**Met2 routing**

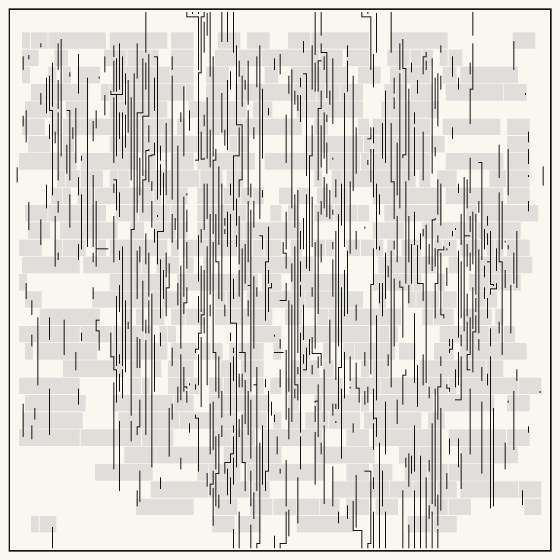
**Cell outlines without signal wires**

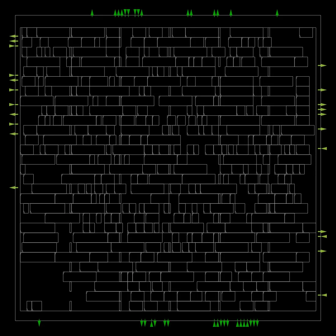
**Nets reached from selected ports**

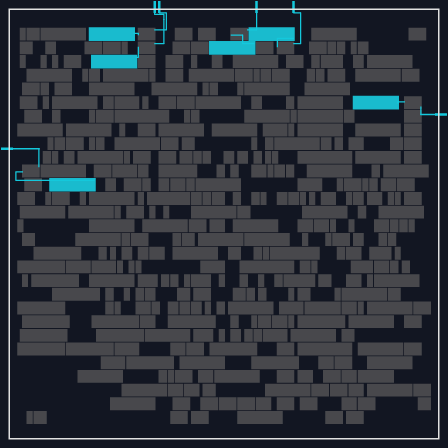
==> src/rtl/pif_wb_pkg.sv <==
// Shared constants for the PIF Wishbone/EFB I2C bridge: FSM encoding, EFB
// register map, CMDR values and status-register bit positions.
package pif_wb_pkg;

  typedef enum logic [3:0] {
    S_START  = 4'd0,
    S_INIT1  = 4'd1,
    S_INIT2  = 4'd2,
    S_INIT3  = 4'd3,
    S_INIT4  = 4'd4,
    S_IDLE   = 4'd5,
    S_WAITTR = 4'd6,
    S_IN0    = 4'd7,
    S_OUT0   = 4'd8,
    S_OUT1   = 4'd9,
    S_RD     = 4'd10,
    S_WR     = 4'd11
  } state_t;

  // EFB I2C port register offsets from the port base
  localparam logic [7:0] OFS_CR    = 8'h00;
  localparam logic [7:0] OFS_CMDR  = 8'h01;
  localparam logic [7:0] OFS_BR0   = 8'h02;
  localparam logic [7:0] OFS_BR1   = 8'h03;
  localparam logic [7:0] OFS_TXDR  = 8'h04;
  localparam logic [7:0] OFS_SR    = 8'h05;
  localparam logic [7:0] OFS_GCDR  = 8'h06;
  localparam logic [7:0] OFS_RXDR  = 8'h07;
  localparam logic [7:0] OFS_IRQ   = 8'h08;
  localparam logic [7:0] OFS_IRQEN = 8'h09;

  // EFB configuration registers
  localparam logic [7:0] CFG_CR    = 8'h70;
  localparam logic [7:0] CFG_TXDR  = 8'h71;
  localparam logic [7:0] CFG_SR    = 8'h72;
  localparam logic [7:0] CFG_RXDR  = 8'h73;
  localparam logic [7:0] CFG_IRQ   = 8'h74;
  localparam logic [7:0] CFG_IRQEN = 8'h75;

  // CMDR values: clock-stretch disable, and plain (no command)
  localparam logic [7:0] CMDR_CKSDIS = 8'h04;
  localparam logic [7:0] CMDR_NONE   = 8'h00;

  // SR bit positions
  localparam int SR_TIP   = 7;
  localparam int SR_BUSY  = 6;
  localparam int SR_RARC  = 5;
  localparam int SR_SRW   = 4;
  localparam int SR_TRRDY = 2;
  localparam int SR_TROE  = 1;

  typedef struct packed {
    logic busy;
    logic txr;
    logic rxr;
    logic nak;
  } sr_flags_t;

endpackage

==> src/rtl/pif_wb_master.sv <==
// Single-transfer Wishbone master: one request per start pulse, ack or
// timeout ends it. done/tmo are combinational in the terminating cycle.
module pif_wb_master
  import pif_wb_pkg::*;
#(
  parameter int ACK_TMO = 255
) (
  input  logic       xclk,
  input  logic       sys_rst,
  input  logic       clr,
  input  logic       start,
  input  logic       we,
  input  logic [7:0] adr,
  input  logic [7:0] wdat,
  output logic       done,
  output logic [7:0] rdat,
  output logic       tmo,
  output logic       wb_cyc_o,
  output logic       wb_stb_o,
  output logic       wb_we_o,
  output logic [7:0] wb_adr_o,
  output logic [7:0] wb_dat_o,
  input  logic [7:0] wb_dat_i,
  input  logic       wb_ack_i
);

  localparam int CW = $clog2(ACK_TMO + 1);

  logic          act_q, act_d;
  logic          we_q, we_d;
  logic [7:0]    adr_q, adr_d;
  logic [7:0]    dat_q, dat_d;
  logic [CW-1:0] cnt_q, cnt_d;

  // Handshake: launch on start, end on ack or when the wait count expires
  always_comb begin
    act_d = act_q;
    we_d  = we_q;
    adr_d = adr_q;
    dat_d = dat_q;
    cnt_d = cnt_q;
    done  = 1'b0;
    tmo   = 1'b0;
    if (clr) begin
      act_d = 1'b0;
      we_d  = 1'b0;
      adr_d = '0;
      dat_d = '0;
      cnt_d = '0;
    end else if (act_q) begin
      if (wb_ack_i) begin
        act_d = 1'b0;
        we_d  = 1'b0;
        done  = 1'b1;
      end else if (cnt_q == CW'(ACK_TMO - 1)) begin
        // counter would reach ACK_TMO this edge: give up
        act_d = 1'b0;
        we_d  = 1'b0;
        tmo   = 1'b1;
      end else begin
        cnt_d = cnt_q + 1'b1;
      end
    end else if (start) begin
      act_d = 1'b1;
      we_d  = we;
      adr_d = adr;
      dat_d = wdat;
      cnt_d = '0;
    end
  end

  // Bus state register; async reset drops cyc/stb without a clock
  always_ff @(posedge xclk or negedge sys_rst) begin
    if (!sys_rst) begin
      act_q <= 1'b0;
      we_q  <= 1'b0;
      adr_q <= '0;
      dat_q <= '0;
      cnt_q <= '0;
    end else begin
      act_q <= act_d;
      we_q  <= we_d;
      adr_q <= adr_d;
      dat_q <= dat_d;
      cnt_q <= cnt_d;
    end
  end

  assign rdat     = wb_dat_i;
  assign wb_cyc_o = act_q;
  assign wb_stb_o = act_q;
  assign wb_we_o  = we_q;
  assign wb_adr_o = adr_q;
  assign wb_dat_o = dat_q;

endmodule

==> src/rtl/pif_wb_i2c_bridge.sv <==
// EFB I2C slave port poller: drives the EFB over Wishbone, decodes
// type-tagged incoming bytes into XI address/data strobes and reports
// transmitted bytes back to the XI side.
module pif_wb_i2c_bridge
  import pif_wb_pkg::*;
#(
  parameter logic [7:0]           EFB_BASE  = 8'h40,
  parameter int                   TYPE_BITS = 2,
  parameter logic [TYPE_BITS-1:0] A_CODE    = 2'b01,
  parameter logic [TYPE_BITS-1:0] D_CODE    = 2'b10,
  parameter int                   ADDR_W    = 6,
  parameter int                   SUBA_MAX  = 3,
  parameter int                   SUBA_W    = 2,
  parameter int                   ACK_TMO   = 255,
  parameter int                   RST_CYC   = 16
) (
  input  logic                  xclk,
  input  logic                  sys_rst,
  output logic                  wb_cyc_o,
  output logic                  wb_stb_o,
  output logic                  wb_we_o,
  output logic [7:0]            wb_adr_o,
  output logic [7:0]            wb_dat_o,
  input  logic [7:0]            wb_dat_i,
  input  logic                  wb_ack_i,
  input  logic [7:0]            xo,
  output logic                  xi_pwr,
  output logic [ADDR_W-1:0]     xi_prwa,
  output logic                  xi_prd_finished,
  output logic [SUBA_W-1:0]     xi_prd_suba,
  output logic [7-TYPE_BITS:0]  xi_pd,
  output logic                  wb_tmo,
  output logic                  nak_seen
);

  localparam int DW = 8 - TYPE_BITS;
  localparam logic [7:0] ADR_CMDR = EFB_BASE + OFS_CMDR;
  localparam logic [7:0] ADR_TXDR = EFB_BASE + OFS_TXDR;
  localparam logic [7:0] ADR_SR   = EFB_BASE + OFS_SR;
  localparam logic [7:0] ADR_RXDR = EFB_BASE + OFS_RXDR;

  logic [RST_CYC-1:0] rst_sr_q, rst_sr_d;
  logic               rst;

  state_t     state_q, state_d, ret_q, ret_d;
  logic       m_start, m_we, m_done, m_tmo;
  logic [7:0] m_adr, m_wdat, m_rdat;
  logic       rd_sr, nak_set;

  sr_flags_t   sr_f, flg_q, flg_d;
  logic        is_a_q, is_a_d, is_d_q, is_d_d;
  logic [DW-1:0] rx_q, rx_d;

  logic [ADDR_W-1:0] rw_addr_q, rw_addr_d, prwa_q, prwa_d;
  logic [SUBA_W-1:0] rd_suba_q, rd_suba_d, wr_suba_q, wr_suba_d;
  logic [SUBA_W-1:0] prd_suba_q, prd_suba_d;
  logic [DW-1:0]     pd_q, pd_d;
  logic              pwr_q, pwr_d, fin_q, fin_d, nak_q, nak_d, tmo_q, tmo_d;

  pif_wb_master #(.ACK_TMO(ACK_TMO)) u_mst (
    .xclk     (xclk),
    .sys_rst  (sys_rst),
    .clr      (rst),
    .start    (m_start),
    .we       (m_we),
    .adr      (m_adr),
    .wdat     (m_wdat),
    .done     (m_done),
    .rdat     (m_rdat),
    .tmo      (m_tmo),
    .wb_cyc_o (wb_cyc_o),
    .wb_stb_o (wb_stb_o),
    .wb_we_o  (wb_we_o),
    .wb_adr_o (wb_adr_o),
    .wb_dat_o (wb_dat_o),
    .wb_dat_i (wb_dat_i),
    .wb_ack_i (wb_ack_i)
  );

  // Power-up reset: ones loaded by sys_rst, shifted out one per cycle
  always_comb rst_sr_d = {rst_sr_q[RST_CYC-2:0], 1'b0};
  assign rst = rst_sr_q[RST_CYC-1];

  // Status flags straight from the data bus in the SR ack cycle
  assign sr_f.busy = m_rdat[SR_BUSY];
  assign sr_f.txr  = m_rdat[SR_BUSY] & m_rdat[SR_TRRDY] & m_rdat[SR_SRW] & ~m_rdat[SR_TIP];
  assign sr_f.rxr  = m_rdat[SR_BUSY] & m_rdat[SR_TRRDY] & ~m_rdat[SR_SRW];
  assign sr_f.nak  = m_rdat[SR_BUSY] & m_rdat[SR_RARC] & m_rdat[SR_SRW] & m_rdat[SR_TROE];
  assign rd_sr     = (wb_adr_o == ADR_SR);

  // Control FSM: each bus access parks in RD/WR and resumes at ret_q
  always_comb begin
    state_d = state_q;
    ret_d   = ret_q;
    m_start = 1'b0;
    m_we    = 1'b0;
    m_adr   = ADR_SR;
    m_wdat  = 8'h00;
    nak_set = 1'b0;
    case (state_q)
      S_START: begin
        m_start = 1'b1; m_we = 1'b1; m_adr = ADR_CMDR; m_wdat = CMDR_CKSDIS;
        ret_d = S_INIT1; state_d = S_WR;
      end
      S_INIT1: begin
        m_start = 1'b1; ret_d = S_INIT2; state_d = S_RD;
      end
      S_INIT2: begin
        m_start = 1'b1; state_d = S_RD;
        if (flg_q.busy) ret_d = S_INIT2;
        else begin m_adr = ADR_RXDR; ret_d = S_INIT3; end
      end
      S_INIT3: begin
        m_start = 1'b1; m_adr = ADR_RXDR; ret_d = S_INIT4; state_d = S_RD;
      end
      S_INIT4: begin
        m_start = 1'b1; m_we = 1'b1; m_adr = ADR_CMDR; m_wdat = CMDR_NONE;
        ret_d = S_IDLE; state_d = S_WR;
      end
      S_IDLE: begin
        // the busy decision is taken in the SR ack cycle, see S_RD
        m_start = 1'b1; ret_d = S_IDLE; state_d = S_RD;
      end
      S_WAITTR: begin
        if (flg_q.nak) begin
          nak_set = 1'b1; state_d = S_START;
        end else if (flg_q.txr) begin
          m_start = 1'b1; m_we = 1'b1; m_adr = ADR_TXDR; m_wdat = xo;
          ret_d = S_OUT0; state_d = S_WR;
        end else if (flg_q.rxr) begin
          m_start = 1'b1; m_adr = ADR_RXDR; ret_d = S_IN0; state_d = S_RD;
        end else if (!flg_q.busy) begin
          state_d = S_START;
        end else begin
          m_start = 1'b1; ret_d = S_WAITTR; state_d = S_RD;
        end
      end
      S_IN0:  state_d = S_IDLE;
      S_OUT0: state_d = S_OUT1;
      S_OUT1: state_d = S_IDLE;
      S_RD, S_WR: begin
        if (m_done) begin
          state_d = ret_q;
          if (state_q == S_RD && ret_q == S_IDLE && sr_f.busy) state_d = S_WAITTR;
        end else if (m_tmo) begin
          state_d = S_START;
        end
      end
      default: state_d = S_START;
    endcase
    if (rst) begin
      state_d = S_START;
      ret_d   = S_START;
      m_start = 1'b0;
    end
  end

  // Capture status flags or the classified RXDR byte on read ack
  always_comb begin
    flg_d  = flg_q;
    is_a_d = is_a_q;
    is_d_d = is_d_q;
    rx_d   = rx_q;
    if (state_q == S_RD && m_done) begin
      if (rd_sr) flg_d = sr_f;
      else begin
        is_a_d = (m_rdat[7 -: TYPE_BITS] == A_CODE);
        is_d_d = (m_rdat[7 -: TYPE_BITS] == D_CODE);
        rx_d   = m_rdat[DW-1:0];
      end
    end
    if (rst) begin
      flg_d  = '0;
      is_a_d = 1'b0;
      is_d_d = 1'b0;
      rx_d   = '0;
    end
  end

  // XI side: address/data strobes, sub-address counters, status outputs
  always_comb begin
    rw_addr_d  = rw_addr_q;
    rd_suba_d  = rd_suba_q;
    wr_suba_d  = wr_suba_q;
    pd_d       = pd_q;
    pwr_d      = 1'b0;
    fin_d      = (state_q == S_OUT0);
    nak_d      = nak_q | nak_set;
    tmo_d      = m_tmo;
    prwa_d     = rw_addr_q;
    prd_suba_d = rd_suba_q;
    if (fin_q) rd_suba_d = (rd_suba_q == SUBA_W'(SUBA_MAX)) ? '0 : rd_suba_q + 1'b1;
    if (pwr_q) wr_suba_d = (wr_suba_q == SUBA_W'(SUBA_MAX)) ? '0 : wr_suba_q + 1'b1;
    if (state_q == S_IN0 && is_a_q) begin
      // a new address restarts both sub-address sequences
      rw_addr_d = rx_q[ADDR_W-1:0];
      rd_suba_d = '0;
      wr_suba_d = '0;
      nak_d     = 1'b0;
    end
    if (state_q == S_IN0 && is_d_q) begin
      pd_d  = rx_q;
      pwr_d = 1'b1;
    end
    if (rst) begin
      rw_addr_d  = '0;
      rd_suba_d  = '0;
      wr_suba_d  = '0;
      pd_d       = '0;
      pwr_d      = 1'b0;
      fin_d      = 1'b0;
      nak_d      = 1'b0;
      tmo_d      = 1'b0;
      prwa_d     = '0;
      prd_suba_d = '0;
    end
  end

  // State registers
  always_ff @(posedge xclk or negedge sys_rst) begin
    if (!sys_rst) begin
      rst_sr_q   <= '1;
      state_q    <= S_START;
      ret_q      <= S_START;
      flg_q      <= '0;
      is_a_q     <= 1'b0;
      is_d_q     <= 1'b0;
      rx_q       <= '0;
      rw_addr_q  <= '0;
      rd_suba_q  <= '0;
      wr_suba_q  <= '0;
      pd_q       <= '0;
      pwr_q      <= 1'b0;
      fin_q      <= 1'b0;
      nak_q      <= 1'b0;
      tmo_q      <= 1'b0;
      prwa_q     <= '0;
      prd_suba_q <= '0;
    end else begin
      rst_sr_q   <= rst_sr_d;
      state_q    <= state_d;
      ret_q      <= ret_d;
      flg_q      <= flg_d;
      is_a_q     <= is_a_d;
      is_d_q     <= is_d_d;
      rx_q       <= rx_d;
      rw_addr_q  <= rw_addr_d;
      rd_suba_q  <= rd_suba_d;
      wr_suba_q  <= wr_suba_d;
      pd_q       <= pd_d;
      pwr_q      <= pwr_d;
      fin_q      <= fin_d;
      nak_q      <= nak_d;
      tmo_q      <= tmo_d;
      prwa_q     <= prwa_d;
      prd_suba_q <= prd_suba_d;
    end
  end

  assign xi_pwr          = pwr_q;
  assign xi_prwa         = prwa_q;
  assign xi_prd_finished = fin_q;
  assign xi_prd_suba     = prd_suba_q;
  assign xi_pd           = pd_q;
  assign wb_tmo          = tmo_q;
  assign nak_seen        = nak_q;

endmodule

==> config.mk <==
export PLATFORM = sky130hd
export DESIGN_NAME = pif_wb_i2c_bridge
export DESIGN_NICKNAME = d
export VERILOG_FILES = /design/src/rtl/pif_wb_pkg.sv /design/src/rtl/pif_wb_master.sv /design/src/rtl/pif_wb_i2c_bridge.sv
export SDC_FILE = /design/constraint.sdc
export NUM_CORES = 1
export LEC_CHECK = 0
export CORE_UTILIZATION = 53
export DETAILED_ROUTE_END_ITERATION = 7
export GPL_TIMING_DRIVEN = 0
export HOLD_SLACK_MARGIN = 0.05
export PLACE_DENSITY = 0.79
export SETUP_SLACK_MARGIN = 0.02
export SLEW_MARGIN = 20
export SYNTH_ARGS = -nofsm -noshare
export SYNTH_HDL_FRONTEND = slang
export SYNTH_SLANG_ARGS = --single-unit
==> constraint.sdc <==
create_clock -name xclk -period 2 [get_ports xclk]
set_input_delay 0.2 -clock xclk [delete_from_list [all_inputs] [get_ports xclk]]
set_output_delay 0.2 -clock xclk [all_outputs]
set_load 0.01 [all_outputs]
==> qor.txt <==
Buffers plus inverters on the worst setup path: 2
Die Height: 85.0 um
CP startpoint kind: flop
Critical path type: reg2reg
Number of global-route vias before repair: 2568
Cells after Synth: 319
# Cells Yosys: 319
R2R cell count: 5
Worst-case clock skew: 0.0101 ns
NetSw: 0.00130 W
Top cells excl fill/tap: 68 x dfrtp_1, 50 x clkdlybuf4s50_1, 33 x nor2_1
Setup TNS: 0 ns
Crit-path most repeated cell: buf_2
Clock Root Buffer: clkbuf_8
Area delta synth->final: 25.2%
Routability congestion estimate from global placement: 0.856
Drt via density: 5.59
Yosys chip area: 0.00365 mm^2
Routed len/inst: 16.3 um
Antenna viol nets, final: 0
Met1 Resource Use GR: 0.334
Largest net degree at the start of global routing: 44
Pre-antenna DRT Iters: 4
Flop area: 0.00212 mm^2
WHS Path Cells: 0
Clk buf depth: 2
Yosys cell types: 51
Critical-path cell list: buf_2, buf_2, nand3_1, mux2i_1, nor2_1
NonClk Buf Share: 0.144
Outcome: finished, final reports clean
Maximum VDD drop: 0.823 mV
DR top layer: met4
PwrDens: 1010 mW/mm^2
GRT overflow: 0
WHS: 0.350 ns
CTS tree: done
Met2 wire length: 3660 um
Combinational share of cell area: 0.305
Slew Viols, Final: 0
Adder-cell share of the synthesized area: 0.0103
Main area contributors: dfrtp_1 47%, dfstp_2 12%, mux2i_1 5.5%
Tot Pwr: 0.00464 W
Synth top cell by count: dfrtp_1
Gr usage total: 0.234
Final Cell Area: 0.00457 mm^2
RSZ-0062 raised after global routing: false
Initial antenna violation count: 0
Combinational power share: 0.230
Mux share: 0.0579
Reg clk slew, reported paths: 0.08 ns
Back to the opening pictures, 'met2 routing':
main direction = vertical
share of all routed wire = 48%
longest straight run = 29.2 um
Vias: 2611
global-route track usage on met2: 0.362
total wire length: 7590 um

Back to the opening pictures, 'cell outlines without signal wires':
Core Area: 0.00649 mm^2
Layout Cells excl Fill: 467
final core utilization: 0.704
final sequential cell count: 84

Back to the opening pictures, 'nets reached from selected ports':
cyan -> xi_prwa  # bits 6, direction output, end cells 6, buffers 6, wire 80.5 um
IO Port Bufs: 51
number of top-level pins: 56

[state kept, by name (all words and copies together), names as in the netlist, 2 cells and up]
register        cells
rst_sr_q           16
u_mst.cnt_q         8
u_mst.wb_dat_o      8
rw_addr_q           6
rx_q                6
xi_pd               6
xi_prwa             6
flg_q               4
ret_q               4
state_q             4
u_mst.wb_adr_o      4
rd_suba_q           2
xi_prd_suba         2
[power groups by stage]
stage,sequential (W),combinational [W],clock [W]
after floorplan,0.00200,0.000664,0
after detailed placement,0.00200,0.00107,0
after global placement,0.00199,0.00104,0
after global routing,0.00199,0.00117,0.00170
after CTS,0.00197,0.00107,0.00162
final,0.00197,0.00107,0.00160
[timing repair]
action	in CTS	in global routing
setup endpoints to repair	20	0
gates resized	2	0
hold endpoints to repair	39	0
hold buffers	1	0
Power is estimated from default activity; no workload was simulated.
